===== config.mk =====
export PLATFORM = sky130hd
export DESIGN_NAME = alu_ctrl_mdu
export DESIGN_NICKNAME = d
export VERILOG_FILES = /design/src/rtl/mips_pkg.sv /design/src/rtl/mdu_core.sv /design/src/rtl/alu_ctrl_mdu.sv
export SDC_FILE = /design/constraint.sdc
export NUM_CORES = 1
export LEC_CHECK = 0
export CORE_UTILIZATION = 47
export DETAILED_ROUTE_END_ITERATION = 16
export PLACE_DENSITY_LB_ADDON = 0.15
export SLEW_MARGIN = 20
export SYNTH_ARGS = -nofsm -noshare
export SYNTH_HDL_FRONTEND = slang
export SYNTH_SLANG_ARGS = --single-unit

===== constraint.sdc =====
create_clock -name clk -period 4.6 [get_ports clk]
set_input_delay 0.92 -clock clk [delete_from_list [all_inputs] [get_ports clk]]
set_output_delay 0.92 -clock clk [all_outputs]
set_load 0.02 [all_outputs]

===== src/rtl/mips_pkg.sv =====
// Shared MIPS encodings: ALU control codes, funct fields, alu_op values and MDU state.
package mips_pkg;

  localparam logic [3:0] ALU_AND = 4'b0000;
  localparam logic [3:0] ALU_OR  = 4'b0001;
  localparam logic [3:0] ALU_ADD = 4'b0010;
  localparam logic [3:0] ALU_SUB = 4'b0110;
  localparam logic [3:0] ALU_SLT = 4'b0111;
  localparam logic [3:0] ALU_NOR = 4'b1100;
  localparam logic [3:0] ALU_NOP = 4'b1111;

  localparam logic [5:0] F_ADD   = 6'b100000;
  localparam logic [5:0] F_ADDU  = 6'b100001;
  localparam logic [5:0] F_SUB   = 6'b100010;
  localparam logic [5:0] F_SUBU  = 6'b100011;
  localparam logic [5:0] F_AND   = 6'b100100;
  localparam logic [5:0] F_OR    = 6'b100101;
  localparam logic [5:0] F_NOR   = 6'b100111;
  localparam logic [5:0] F_SLT   = 6'b101010;
  localparam logic [5:0] F_MFHI  = 6'b010000;
  localparam logic [5:0] F_MTHI  = 6'b010001;
  localparam logic [5:0] F_MFLO  = 6'b010010;
  localparam logic [5:0] F_MTLO  = 6'b010011;
  localparam logic [5:0] F_MULT  = 6'b011000;
  localparam logic [5:0] F_MULTU = 6'b011001;
  localparam logic [5:0] F_DIV   = 6'b011010;
  localparam logic [5:0] F_DIVU  = 6'b011011;

  localparam logic [1:0] ALUOP_ADD   = 2'b00;
  localparam logic [1:0] ALUOP_SUB   = 2'b01;
  localparam logic [1:0] ALUOP_FUNCT = 2'b10;

  typedef enum logic {ST_IDLE, ST_BUSY} mdu_state_e;

endpackage


===== src/rtl/mdu_core.sv =====
// Iterative multiply/divide datapath: one product or quotient bit per cycle, sign fixup at the end.
module mdu_core
  import mips_pkg::*;
#(
  parameter int unsigned WIDTH = 32
) (
  input  logic             clk,
  input  logic             rst_n,
  input  logic             start,
  input  logic             is_div,
  input  logic             is_signed,
  input  logic [WIDTH-1:0] op_a,
  input  logic [WIDTH-1:0] op_b,
  output logic             busy,
  output logic             done_c,
  output logic [WIDTH-1:0] res_hi_c,
  output logic [WIDTH-1:0] res_lo_c
);

  localparam int unsigned CW = $clog2(WIDTH);
  localparam logic [CW-1:0] LAST = CW'(WIDTH - 1);

  mdu_state_e       state_q, state_d;
  logic [CW-1:0]    count_q, count_d;
  logic [WIDTH:0]   acc_q, acc_d;
  logic [WIDTH-1:0] sh_q, sh_d, opd_q, opd_d;
  logic             is_div_q, is_div_d, neg_lo_q, neg_lo_d, neg_hi_q, neg_hi_d;
  logic             div_zero_q, div_zero_d;

  logic             a_neg, b_neg;
  logic [WIDTH-1:0] a_mag, b_mag;
  logic [WIDTH+1:0] sum, diff;
  logic [WIDTH:0]   rem_sh;
  logic [2*WIDTH-1:0] prod;

  assign a_neg = is_signed & op_a[WIDTH-1];
  assign b_neg = is_signed & op_b[WIDTH-1];
  assign a_mag = a_neg ? -op_a : op_a;
  assign b_mag = b_neg ? -op_b : op_b;
  assign busy  = (state_q == ST_BUSY);

  always_ff @(posedge clk) begin
    if (!rst_n) begin
      state_q    <= ST_IDLE;
      count_q    <= '0;
      acc_q      <= '0;
      sh_q       <= '0;
      opd_q      <= '0;
      is_div_q   <= 1'b0;
      neg_lo_q   <= 1'b0;
      neg_hi_q   <= 1'b0;
      div_zero_q <= 1'b0;
    end else begin
      state_q    <= state_d;
      count_q    <= count_d;
      acc_q      <= acc_d;
      sh_q       <= sh_d;
      opd_q      <= opd_d;
      is_div_q   <= is_div_d;
      neg_lo_q   <= neg_lo_d;
      neg_hi_q   <= neg_hi_d;
      div_zero_q <= div_zero_d;
    end
  end

  // sh holds the multiplier / dividend magnitude, opd the multiplicand / divisor magnitude
  always_comb begin
    state_d    = state_q;
    count_d    = count_q;
    acc_d      = acc_q;
    sh_d       = sh_q;
    opd_d      = opd_q;
    is_div_d   = is_div_q;
    neg_lo_d   = neg_lo_q;
    neg_hi_d   = neg_hi_q;
    div_zero_d = div_zero_q;
    done_c     = 1'b0;
    res_hi_c   = '0;
    res_lo_c   = '0;
    sum        = '0;
    diff       = '0;
    rem_sh     = '0;
    prod       = '0;
    case (state_q)
      ST_IDLE: begin
        if (start) begin
          state_d    = ST_BUSY;
          count_d    = '0;
          acc_d      = '0;
          sh_d       = a_mag;
          opd_d      = b_mag;
          is_div_d   = is_div;
          neg_lo_d   = a_neg ^ b_neg;
          neg_hi_d   = is_div ? a_neg : (a_neg ^ b_neg);
          div_zero_d = is_div & (op_b == '0);
        end
      end
      ST_BUSY: begin
        if (is_div_q) begin
          rem_sh = {acc_q[WIDTH-1:0], sh_q[WIDTH-1]};
          diff   = {1'b0, rem_sh} - {2'b00, opd_q};
          if (!diff[WIDTH+1]) begin
            acc_d = diff[WIDTH:0];
            sh_d  = {sh_q[WIDTH-2:0], 1'b1};
          end else begin
            acc_d = rem_sh;
            sh_d  = {sh_q[WIDTH-2:0], 1'b0};
          end
        end else begin
          sum   = {1'b0, acc_q} + (sh_q[0] ? {2'b00, opd_q} : '0);
          acc_d = sum[WIDTH+1:1];
          sh_d  = {sum[0], sh_q[WIDTH-1:1]};
        end
        count_d = CW'(count_q + 1'b1);
        if (count_q == LAST) begin
          state_d = ST_IDLE;
          done_c  = 1'b1;
          if (is_div_q) begin
            res_lo_c = div_zero_q ? '1 : (neg_lo_q ? -sh_d : sh_d);
            res_hi_c = neg_hi_q ? -acc_d[WIDTH-1:0] : acc_d[WIDTH-1:0];
          end else begin
            prod = {acc_d[WIDTH-1:0], sh_d};
            if (neg_lo_q) prod = -prod;
            res_hi_c = prod[2*WIDTH-1:WIDTH];
            res_lo_c = prod[WIDTH-1:0];
          end
        end
      end
      default: state_d = ST_IDLE;
    endcase
  end

endmodule


===== src/rtl/alu_ctrl_mdu.sv =====
// ALU control decode plus HI/LO registers and stall generation around the iterative MDU.
module alu_ctrl_mdu
  import mips_pkg::*;
#(
  parameter int unsigned WIDTH = 32
) (
  input  logic             clk,
  input  logic             rst_n,
  input  logic             valid,
  input  logic [1:0]       alu_op,
  input  logic [5:0]       funct,
  input  logic [WIDTH-1:0] rs_val,
  input  logic [WIDTH-1:0] rt_val,
  output logic [3:0]       alu_control,
  output logic             stall,
  output logic             hilo_rd,
  output logic [WIDTH-1:0] hilo_data
);

  logic [WIDTH-1:0] hi_q, hi_d, lo_q, lo_d;
  logic             hold_q, hold_d;
  logic             busy, done_c, rtype_idle, is_md, is_div, start_c;
  logic [WIDTH-1:0] res_hi_c, res_lo_c;

  always_comb begin
    alu_control = ALU_NOP;
    case (alu_op)
      ALUOP_ADD: alu_control = ALU_ADD;
      ALUOP_SUB: alu_control = ALU_SUB;
      ALUOP_FUNCT: begin
        case (funct)
          F_ADD, F_ADDU: alu_control = ALU_ADD;
          F_SUB, F_SUBU: alu_control = ALU_SUB;
          F_AND:         alu_control = ALU_AND;
          F_OR:          alu_control = ALU_OR;
          F_NOR:         alu_control = ALU_NOR;
          F_SLT:         alu_control = ALU_SLT;
          default:       alu_control = ALU_NOP;
        endcase
      end
      default: alu_control = ALU_NOP;
    endcase
  end

  // hold_q masks the still-held start instruction in the cycle the stall drops
  assign rtype_idle = valid & (alu_op == ALUOP_FUNCT) & !busy;
  assign is_md      = (funct == F_MULT) | (funct == F_MULTU) | (funct == F_DIV) | (funct == F_DIVU);
  assign is_div     = (funct == F_DIV) | (funct == F_DIVU);
  assign start_c    = rtype_idle & is_md & !hold_q;
  assign stall      = start_c | busy;
  assign hilo_rd    = rtype_idle & ((funct == F_MFHI) | (funct == F_MFLO));
  assign hilo_data  = (rtype_idle && funct == F_MFHI) ? hi_q : lo_q;

  mdu_core #(.WIDTH(WIDTH)) u_mdu (
    .clk       (clk),
    .rst_n     (rst_n),
    .start     (start_c),
    .is_div    (is_div),
    .is_signed (!funct[0]),
    .op_a      (rs_val),
    .op_b      (rt_val),
    .busy      (busy),
    .done_c    (done_c),
    .res_hi_c  (res_hi_c),
    .res_lo_c  (res_lo_c)
  );

  always_comb begin
    hi_d   = hi_q;
    lo_d   = lo_q;
    hold_d = done_c;
    if (done_c) begin
      hi_d = res_hi_c;
      lo_d = res_lo_c;
    end else if (rtype_idle) begin
      if (funct == F_MTHI) hi_d = rs_val;
      if (funct == F_MTLO) lo_d = rs_val;
    end
  end

  always_ff @(posedge clk) begin
    if (!rst_n) begin
      hi_q   <= '0;
      lo_q   <= '0;
      hold_q <= 1'b0;
    end else begin
      hi_q   <= hi_d;
      lo_q   <= lo_d;
      hold_q <= hold_d;
    end
  end

endmodule


Figure 1. Metal 2 (run 1).
(2 px per um) Cells faint in the background.
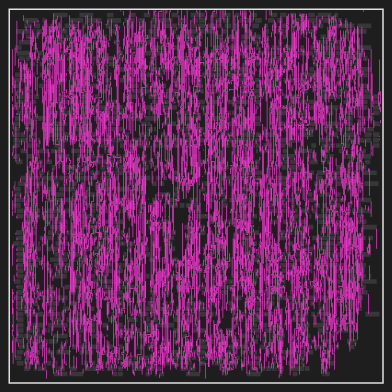
longest straight run	78.9 um
nets with wire on the layer	2,221
main direction	vertical
global routing usage on met2: 56.7%
final wirelength: 65.3 mm
number of vias after detailed routing: 18,300

Figure 2. The clock network (run 1).
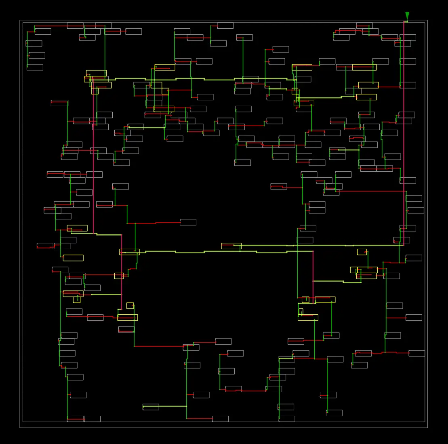
number of flip-flops and latches: 172
reported clock group power: 1530 uW
worst clock skew: 15.0 ps
layout clock buffer count: 20

Figure 3. Cells colored by class (run 1).
(2 px per um) Fill, decap, tap and diode cells in gray.
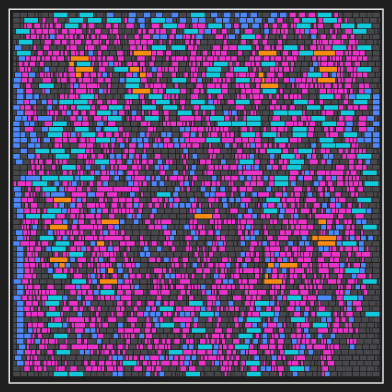
color	class	cells	share of their area
orange	clock drivers and dummy loads	32	3.0%
cyan	flops	172	17%
magenta	combinational and other logic	1,780	61%
blue	other buffers and delay cells	460	19%
placement row count: 67
cell area after layout: 0.0207 mm2
share of the core filled with cells in the final layout: 61.8%
Std-Cell Core Area: 0.0334 mm2

Figure 4. Clock network drawn from the DEF (run 1).
(3 px per um)
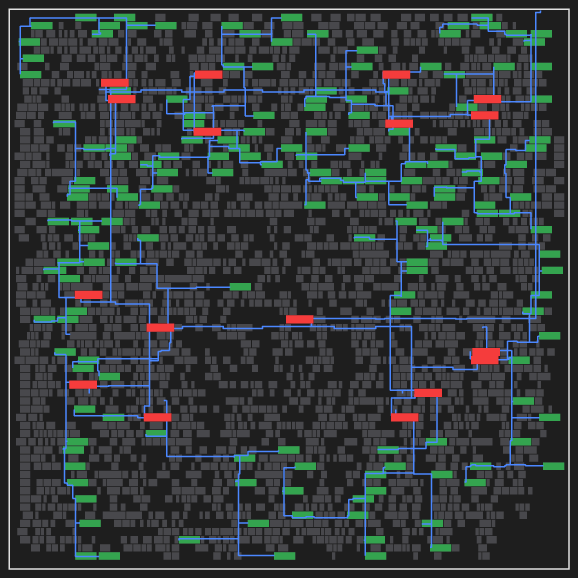
[red] clock drivers | count: 17
[blue] clock wires | length: 2,710 um
[green] flip-flops | count: 172
flops lie	widely spread

==> flow_summary.html, run 1 <==
<h3>Run summary</h3>
<table>
<tr><th>Metric</th><th>Value</th></tr>
<tr><th colspan="2">CTS</th></tr>
<tr><td>Inserted Clock Buffers</td><td>17</td></tr>
<tr><td># Post-CTS Setup Buffers</td><td>1</td></tr>
<tr><td>Clock latency on the worst-skew pair</td><td>470 ps</td></tr>
<tr><td>Resize count post-CTS</td><td>16</td></tr>
<tr><td>Hold buffer count at CTS</td><td>0</td></tr>
<tr><td>CTS H-tree lvls</td><td>4</td></tr>
<tr><td>Root Buffer</td><td>clkbuf_16</td></tr>
<tr><th colspan="2">Floorplanning</th></tr>
<tr><td>I/O pin cnt</td><td>113</td></tr>
<tr><td>Die height</td><td>186 um</td></tr>
<tr><td>Core utilization at floorplan</td><td>47.6%</td></tr>
<tr><td>Die outline area</td><td>0.0346 mm2</td></tr>
<tr><td>Overall die width</td><td>186 um</td></tr>
<tr><th colspan="2">Detailed routing</th></tr>
<tr><td>Avg Vias per Cell</td><td>6.34</td></tr>
<tr><td>Total DRC errors in the routed layout</td><td>0</td></tr>
<tr><td>DR WL/cell</td><td>22.6 um</td></tr>
<tr><td>DRC marker count from the first detailed-route iteration</td><td>1,691</td></tr>
<tr><td>1st-pass router iterations</td><td>8</td></tr>
<tr><td>Antenna viol nets, final</td><td>0</td></tr>
<tr><th colspan="2">Cells and area</th></tr>
<tr><td>Final #Nets</td><td>2,578</td></tr>
<tr><td>Most instantiated logic cells after routing</td><td>buf_4, nand2_1, dfxtp_1</td></tr>
<tr><td>Most numerous logic cell after layout</td><td>buf_4</td></tr>
<tr><td>Share of layout cells above drive strength 1</td><td>21.0%</td></tr>
<tr><th colspan="2">Setup path</th></tr>
<tr><td>Gate family responsible for the most delay along the worst path</td><td>simple AND/OR/NAND/NOR gates</td></tr>
<tr><td>Critical-path top delay cell</td><td>or4_4</td></tr>
<tr><td>CP max stage delay</td><td>550 ps</td></tr>
<tr><td>Minimum setup slack among reg-to-reg paths</td><td>-40 ps</td></tr>
<tr><td>Required time worst endpoint</td><td>4960 ps</td></tr>
<tr><td>Worst endpoint data arrival time</td><td>4990 ps</td></tr>
<tr><td>CP Capture Type</td><td>register</td></tr>
<tr><td>Worst Setup Path Type</td><td>register to register</td></tr>
<tr><th colspan="2">Synth</th></tr>
<tr><td>Syn_area_per_cell</td><td>7.60 um2</td></tr>
<tr><td>Area fraction of the dominant cell type after synthesis</td><td>21.6%</td></tr>
<tr><td>Cell Type Count</td><td>87</td></tr>
<tr><td>Post-synthesis share of cell area spent on full adders, half adders and majority gates</td><td>5.75%</td></tr>
<tr><td>Netlist area before placement</td><td>0.0159 mm2</td></tr>
<tr><td>#FFs+latches synth</td><td>172</td></tr>
<tr><td>And-or/or-and share of the synthesized area</td><td>30.2%</td></tr>
<tr><td>Xor/xnor share of the synthesized area</td><td>7.92%</td></tr>
<tr><td>Yosys synthesis warning count</td><td>0</td></tr>
<tr><td>Number of standard cells after synthesis</td><td>2,096</td></tr>
<tr><td>Dominant comb cell</td><td>AND-OR/OR-AND gates</td></tr>
<tr><td>Area fraction in mux cells</td><td>5.25%</td></tr>
<tr><td>Number of synthesized flops with an enable pin</td><td>0</td></tr>
<tr><th colspan="2">Placed design</th></tr>
<tr><td>Post-Place Setup Slack</td><td>-608 ps</td></tr>
<tr><td>Routability cong.</td><td>0.999</td></tr>
<tr><th colspan="2">STA</th></tr>
<tr><td>Share of the cycle needed by the critical path after routing</td><td>101%</td></tr>
<tr><td>Maximum clock rate</td><td>216 MHz</td></tr>
<tr><td>Final TNS setup</td><td>-37.4 ps</td></tr>
<tr><td>Minimum period implied by the final worst setup slack</td><td>4640 ps</td></tr>
<tr><td>Minimum setup slack in the final design</td><td>-37.4 ps</td></tr>
<tr><td>Final hold violations</td><td>0</td></tr>
<tr><td>Setup repair after global routing missed its margin</td><td>true</td></tr>
<tr><td>Final setup violating endpoints</td><td>1</td></tr>
<tr><th colspan="2">GRT</th></tr>
<tr><td>Largest net degree at the start of global routing</td><td>86</td></tr>
<tr><td>Antenna violations before repair</td><td>2</td></tr>
<tr><th colspan="2">Outcome</th></tr>
<tr><td>Failing checks</td><td>negative setup slack</td></tr>
<tr><td>Result of the run</td><td>finished, violations left</td></tr>
<tr><th colspan="2">Power and ir drop</th></tr>
<tr><td>Pwr per Cell Area</td><td>173 mW/mm2</td></tr>
<tr><th colspan="2">Run</th></tr>
<tr><td>Log Warnings</td><td>27</td></tr>
<tr><td># Max-Cap Violations</td><td>0</td></tr>
</table>
==> run 1: cells by family after synthesis <==
group	Yosys count
compound gates	694
xor+xnor	144
fa+ha+maj	72
buf+inv	210
flops	172
mux	78
simple gates	726
==> run 1: worst max path at each step <==
| stage | from | to | slack, ps |
|---|---|---|---|
| 2_1_floorplan | u_mdu.opd_q[23]$_SDFFE_PN0P_ | hi_q[16]$_SDFFE_PN0P_ | 140 |
| 6_report | u_mdu.opd_q[13]$_SDFFE_PN0P_ | hi_q[30]$_SDFFE_PN0P_ | -40 |
| 3_5_place_dp | u_mdu.opd_q[23]$_SDFFE_PN0P_ | hi_q[30]$_SDFFE_PN0P_ | -610 |
| 4_1_cts | u_mdu.opd_q[23]$_SDFFE_PN0P_ | hi_q[30]$_SDFFE_PN0P_ | 2 |
| 3_3_place_gp | u_mdu.opd_q[23]$_SDFFE_PN0P_ | hi_q[30]$_SDFFE_PN0P_ | -350 |
| 5_1_grt | u_mdu.opd_q[31]$_SDFFE_PN0P_ | hi_q[30]$_SDFFE_PN0P_ | -130 |
==> run 1: cells in the mapped netlist (9+ instances only) <==
cell type / count
clkbuf_1: 122
mux2_2: 44
inv_1: 66
a211oi_1: 19
a21boi_0: 31
a21oi_1: 135
nand2_1: 180
nor4_1: 25
dfxtp_1: 172
nand2b_1: 16
and3_1: 23
o221ai_1: 27
o21bai_1: 9
a21o_1: 29
ha_1: 70
nor2_1: 115
nor3b_1: 16
o211a_1: 34
a221oi_1: 35
mux2i_1: 34
o211ai_1: 19
nand4_1: 26
o21a_1: 11
o31ai_1: 22
nor3_1: 50
o21ai_0: 145
nand3_1: 48
o22ai_1: 9
a22oi_1: 58
or2_2: 9
xor2_1: 68
buf_2: 9
a311oi_1: 13
o41ai_1: 12
xnor2_1: 76
and2_1: 69
a31oi_1: 25
nor2b_1: 72
or3_1: 28
==> run 1: cell type report <==
type,count,area [um2],area share (%)
timing repair buffer,460,3790,18.3
inverter,66,248,1.20
sequential,172,3450,16.7
clock buffer,20,468,2.26
tap,448,561,2.71
multi-input combinational,1714,12000,58.2
clock inverter,12,125,0.606
==> run 1: stage by stage <==
stage                     instance area [um2]  power [uW]  instances  hold slack [ps]
final                                   20700        3580       2892              522
after global routing                    20700        3690       2892              562
after CTS                               20300        3580       2885              525
after detailed placement                19700        2060       2852              514
after global placement                  19700        2060       2852              504
after floorplan                         15900        1790       2096              456
==> run 1: layer usage <==
metal	GRT usage, %	up-vias	routed length [um]
met1	53.0	8888	29500
met2	56.7	864	28600
met4	12.6	0	1780
met3	7.02	110	5540
met5	0	-	0
li1	-	8483	-
==> run 1: power breakdown <==
| part | switching [uW] | internal [uW] |
|---|---|---|
| Combinational | 313 | 247 |
| Sequential | 3.85 | 1490 |
| Clock | 722 | 808 |
==> run 1: state kept, by name, indices dropped and copies added, names as in the netlist <==
name / flops
u_mdu.neg_lo_q: 1
u_mdu.acc_q: 33
u_mdu.sh_q: 32
u_mdu.neg_hi_q: 1
hi_q: 32
u_mdu.is_div_q: 1
u_mdu.busy: 1
u_mdu.opd_q: 32
hold_q: 1
u_mdu.div_zero_q: 1
lo_q: 32
u_mdu.count_q: 5
Figure 5. Pin map (run 1).
(1.5 px per um) Pins as bars across the die edge, other pins in gray.
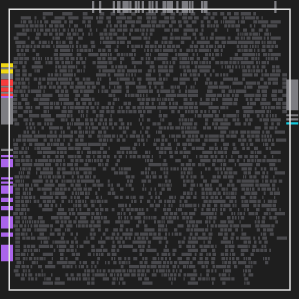

==> run 2, diff against run 1 <==
- CORE_UTILIZATION: 47 -> 45
Figure 6. Pin map (run 2).
(1.5 px per um) Pins as bars across the die edge, other pins in gray.
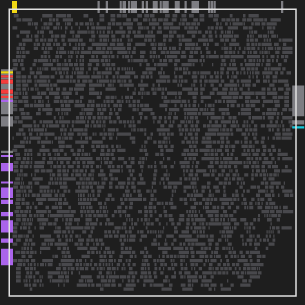
color	port	pins	direction	edge
red	funct	6	input	west
cyan	rst_n	1	input	east
yellow	alu_control	4	output	3 north, 1 west
purple	rt_val	32	input	west
overall die width: 190 um
die height: 190 um
tally of buffers added on design ports: 112

==> flow_summary.html, run 2 <==
<h3>Run summary</h3>
<table>
<tr><th>Metric</th><th>Value</th></tr>
<tr><th colspan="2">Outcome</th></tr>
<tr><td>Result of the run</td><td>finished, violations left</td></tr>
<tr><td>Failing checks</td><td>negative setup slack</td></tr>
<tr><th colspan="2">STA</th></tr>
<tr><td>Worst clock skew</td><td>11.7 ps</td></tr>
<tr><td>Hold slack final</td><td>514 ps</td></tr>
<tr><td>Final setup violating endpoints</td><td>1</td></tr>
<tr><td>Share of the cycle needed by the critical path after routing</td><td>100%</td></tr>
<tr><td>Final hold violations</td><td>0</td></tr>
<tr><td>Worst slew margin relative to its limit</td><td>28.8%</td></tr>
<tr><td>Minimum period implied by the final worst setup slack</td><td>4610 ps</td></tr>
<tr><td>Final Max-Slew Violation Tally</td><td>0</td></tr>
<tr><td>Setup repair after global routing missed its margin</td><td>true</td></tr>
<tr><td>Minimum setup slack in the final design</td><td>-13.7 ps</td></tr>
<tr><td>Maximum clock rate</td><td>217 MHz</td></tr>
<tr><td>Tightest Pin Transition</td><td>1070 ps</td></tr>
<tr><th colspan="2">Synth</th></tr>
<tr><td>Cell total in the yosys stat output</td><td>2,096</td></tr>
<tr><td>Most repeated cell in the gate-level netlist after synthesis</td><td>nand2_1</td></tr>
<tr><td>Async S/R FF share, synth</td><td>0%</td></tr>
<tr><td>Ys flop type</td><td>dfxtp_1</td></tr>
<tr><td>Syn Nets</td><td>2,243</td></tr>
<tr><td>Area fraction of the dominant cell type after synthesis</td><td>21.6%</td></tr>
<tr><td>Yosys synthesis warning count</td><td>0</td></tr>
<tr><td>Number of standard cells after synthesis</td><td>2,096</td></tr>
<tr><td>Post-synthesis cell type with the largest combined area</td><td>dfxtp_1</td></tr>
<tr><td>Syn_area_per_cell</td><td>7.60 um2</td></tr>
<tr><td>Cell types with the highest counts after synthesis</td><td>nand2_1, dfxtp_1, o21ai_0</td></tr>
<tr><td>Number of synthesized flops with an enable pin</td><td>0</td></tr>
<tr><td>Sequential element share of the synthesized area</td><td>21.6%</td></tr>
<tr><td>#FFs+latches synth</td><td>172</td></tr>
<tr><td>Top cells by area</td><td>dfxtp_1, ha_1, o21ai_0, a21oi_1, nand2_1</td></tr>
<tr><td>Cell Type Count</td><td>87</td></tr>
<tr><td>Summed standard-cell area reported by yosys</td><td>0.0159 mm2</td></tr>
<tr><td>Netlist area before placement</td><td>0.0159 mm2</td></tr>
<tr><th colspan="2">Cells and area</th></tr>
<tr><td>Area of combinational cells with multiple inputs</td><td>0.0123 mm2</td></tr>
<tr><td>Cell area after layout</td><td>0.0211 mm2</td></tr>
<tr><td>Number of flip-flops under the largest register name</td><td>33</td></tr>
<tr><td>Layout Area Growth over Synthesis</td><td>32.2%</td></tr>
<tr><td># diodes</td><td>0</td></tr>
<tr><td>Share of the core filled with cells in the final layout</td><td>60.7%</td></tr>
<tr><td>Sequential standard cell area</td><td>0.00347 mm2</td></tr>
<tr><td>Final-layout fill cell count</td><td>3,243</td></tr>
<tr><td>Reg with most FFs</td><td>u_mdu.acc_q</td></tr>
<tr><td>Final #Nets</td><td>2,594</td></tr>
<tr><td>Share of layout cells above drive strength 1</td><td>23.3%</td></tr>
<tr><td>Most instantiated logic cells after routing</td><td>buf_4, nand2_1, dfxtp_1</td></tr>
<tr><td>Filler-free cell count of the finished design</td><td>2,915</td></tr>
<tr><td>Most numerous logic cell after layout</td><td>buf_4</td></tr>
<tr><th colspan="2">Setup path</th></tr>
<tr><td>Number of buffer and inverter instances along the worst setup path</td><td>4</td></tr>
<tr><td>Reg-to-reg startpoint</td><td>u_mdu.opd_q[5]$_SDFFE_PN0P_</td></tr>
<tr><td>Worst Setup Path Type</td><td>register to register</td></tr>
<tr><td>R2R cell count</td><td>17</td></tr>
<tr><td>Worst endpoint data arrival time</td><td>4980 ps</td></tr>
<tr><td>Required time worst endpoint</td><td>4960 ps</td></tr>
<tr><td>Reg-to-Reg End</td><td>hi_q[19]$_SDFFE_PN0P_</td></tr>
<tr><td>CP endpoint</td><td>hi_q[19]$_SDFFE_PN0P_</td></tr>
<tr><td>Most used cell along the critical path</td><td>buf_4</td></tr>
<tr><td>Minimum setup slack among reg-to-reg paths</td><td>-10 ps</td></tr>
<tr><td>Startpoint type of the worst setup path</td><td>register</td></tr>
<tr><td>Launch point of the worst path</td><td>u_mdu.opd_q[5]$_SDFFE_PN0P_</td></tr>
<tr><td>Critical path depth</td><td>17</td></tr>
<tr><td>CP max stage delay</td><td>580 ps</td></tr>
<tr><td>Gate family responsible for the most delay along the worst path</td><td>AND-OR/OR-AND gates</td></tr>
<tr><td>Critical Path Fanout Max</td><td>3</td></tr>
<tr><td>Critical-path top delay cell</td><td>o311ai_1</td></tr>
<tr><td>Ordered cell list for the critical path</td><td>inv_1 -&gt; ha_1 -&gt; a21o_1 -&gt; a31oi_2 -&gt; o21a_1 -&gt; buf_4 -&gt; a311oi_4 -&gt; buf_4 -&gt; buf_4 -&gt; o311ai_1 -&gt; a31o_2 -&gt; nand3_1 -&gt; or4b_1 -&gt; o41ai_1 -&gt; xor2_1 -&gt; o21ai_1 -&gt; and2_1</td></tr>
<tr><td>CP Capture Type</td><td>register</td></tr>
<tr><th colspan="2">Floorplanning</th></tr>
<tr><td>Placement row count</td><td>68</td></tr>
<tr><td>Core utilization at floorplan</td><td>45.9%</td></tr>
<tr><td>Die outline area</td><td>0.0362 mm2</td></tr>
<tr><td>Std-Cell Core Area</td><td>0.0347 mm2</td></tr>
<tr><td>I/O pin cnt</td><td>113</td></tr>
<tr><th colspan="2">Detailed routing</th></tr>
<tr><td>DRC marker count from the first detailed-route iteration</td><td>2,022</td></tr>
<tr><td>Highest metal used</td><td>met4</td></tr>
<tr><td>Antenna viol nets, final</td><td>0</td></tr>
<tr><td>Sum of met2 wire segment lengths after detailed routing</td><td>29.3 mm</td></tr>
<tr><td>DR WL/cell</td><td>22.8 um</td></tr>
<tr><td>Met3 layer wire length in the routed design</td><td>6.13 mm</td></tr>
<tr><td>Avg Vias per Cell</td><td>6.33</td></tr>
<tr><td>1st-pass router iterations</td><td>6</td></tr>
<tr><td>Number of vias after detailed routing</td><td>18,400</td></tr>
<tr><td>Final wirelength</td><td>66.5 mm</td></tr>
<tr><td>Total DRC errors in the routed layout</td><td>0</td></tr>
<tr><td>Wire length on met1</td><td>29.6 mm</td></tr>
<tr><th colspan="2">Run</th></tr>
<tr><td>Log Warnings</td><td>30</td></tr>
<tr><td># Max-Cap Violations</td><td>0</td></tr>
<tr><th colspan="2">Placed design</th></tr>
<tr><td>Total half-perimeter wirelength after legalization and detailed placement</td><td>50.4 mm</td></tr>
<tr><td>Number of placed instances with taps included</td><td>2,862</td></tr>
<tr><td>Post-place instance area</td><td>0.0197 mm2</td></tr>
<tr><td>Routability cong.</td><td>0.983</td></tr>
<tr><td>Post-Place Setup Slack</td><td>-494 ps</td></tr>
<tr><th colspan="2">Hold path</th></tr>
<tr><td>Hold/Removal Path Class</td><td>register to register</td></tr>
<tr><td>Start point of the worst min-delay path</td><td>u_mdu.opd_q[0]$_SDFFE_PN0P_</td></tr>
<tr><th colspan="2">GRT</th></tr>
<tr><td>Global-route wire length before repair</td><td>100 mm</td></tr>
<tr><td>Via count of the first global-routing pass</td><td>17,000</td></tr>
<tr><td>Overall Global Routing Usage</td><td>36.0%</td></tr>
<tr><td>Antenna violations before repair</td><td>0</td></tr>
<tr><td>GRT overflow</td><td>0</td></tr>
<tr><td>Largest net degree at the start of global routing</td><td>170</td></tr>
<tr><th colspan="2">CTS</th></tr>
<tr><td>CTS H-tree lvls</td><td>4</td></tr>
<tr><td>Hold buffer count at CTS</td><td>0</td></tr>
<tr><td>Clock-pin slew reported for the worst setup and hold paths after clock tree synthesis</td><td>80 ps</td></tr>
<tr><td>Sinks on Clock Net</td><td>172</td></tr>
<tr><td>Inserted Clock Buffers</td><td>17</td></tr>
<tr><td>Root Buffer</td><td>clkbuf_16</td></tr>
<tr><td>Clock latency on the worst-skew pair</td><td>460 ps</td></tr>
<tr><td>Worst-case clock buffer depth</td><td>2</td></tr>
<tr><td>CTS tree</td><td>done</td></tr>
<tr><th colspan="2">Power and ir drop</th></tr>
<tr><td>Leakage power</td><td>0.00881 uW</td></tr>
<tr><td>Worst vdd rail ir drop</td><td>0.242 mV</td></tr>
<tr><td>Pwr per Cell Area</td><td>170 mW/mm2</td></tr>
</table>
[run 2: cell counts after synthesis]
No cell type changed its count.
[run 2: worst min-delay path by stage]
stage | to | slack (ps) | depth (start not counted)
final | u_mdu.opd_q[0]$_SDFFE_PN0P_ | 510 | 2
after global routing | u_mdu.opd_q[0]$_SDFFE_PN0P_ | 530 | 2
after CTS | u_mdu.opd_q[0]$_SDFFE_PN0P_ | 510 | 2
after detailed placement | u_mdu.opd_q[0]$_SDFFE_PN0P_ | 500 | 2
after global placement | u_mdu.opd_q[0]$_SDFFE_PN0P_ | 490 | 2
after floorplan | u_mdu.opd_q[0]$_SDFFE_PN0P_ | 460 | 2
[run 2: worst min-delay path: stages (launching register included)]
cell,delay (ps)
dfxtp_2,350
nand2_1,60
a21boi_0,70
[run 2: cells by family (layout without fill, tap and decap cells)]
logic type | count (synthesis) | after routing | share of synthesized area [%]
fa+ha+maj | 72 | 72 | 5.75
simple gates | 726 | 726 | 24.1
compound gates | 694 | 694 | 30.2
mux | 78 | 78 | 5.25
flops | 172 | 172 | 21.6
xor+xnor | 144 | 144 | 7.92
buf+inv | 210 | 574 | 5.18
[run 2: what timing repair did]
item | CTS | global route
pin swaps | 9 | 34
cloned | 0 | 0
setup endpoints to repair | 23 | 23
setup buffers | 2 | 20
endpoints found under the hold margin | 0 | 0
resized | 17 | 115
[run 2: final cells by class]
class / count / share of cell area [%]
clock inverters: 13 / 0.618
well taps: 455 / 2.70
multi-input cells: 1714 / 58.3
clock buffers: 19 / 2.15
inverters: 66 / 1.18
repair buffers: 476 / 18.6
flip-flops and latches: 172 / 16.5
[run 2: power by group]
group          switching [uW]  total (uW)  leakage, uW  internal, uW
logic                     310         564      0.00713           254
registers                3.86        1490      0.00139          1490
clock network             734        1520     0.000285           789
total                    1050        3580      0.00881          2530
[run 2: metrics by stage]
step	setup TNS [ps]	power, uW
finish	-13.7	3580
floorplan	0	1790
global placement	-2010	2050
global route	-644	3680
detailed placement	-4490	2050
CTS	-63.4	3540
[run 2: routing by layer]
| layer | vias to the layer above | GRT usage [%] |
|---|---|---|
| li1 | 8542 | - |
| met1 | 8894 | 52.2 |
| met2 | 905 | 56.0 |
| met3 | 108 | 4.37 |
| met4 | 0 | 9.38 |
| met5 | - | 0 |
No activity file was given, so power comes from the tool's default toggle rates.
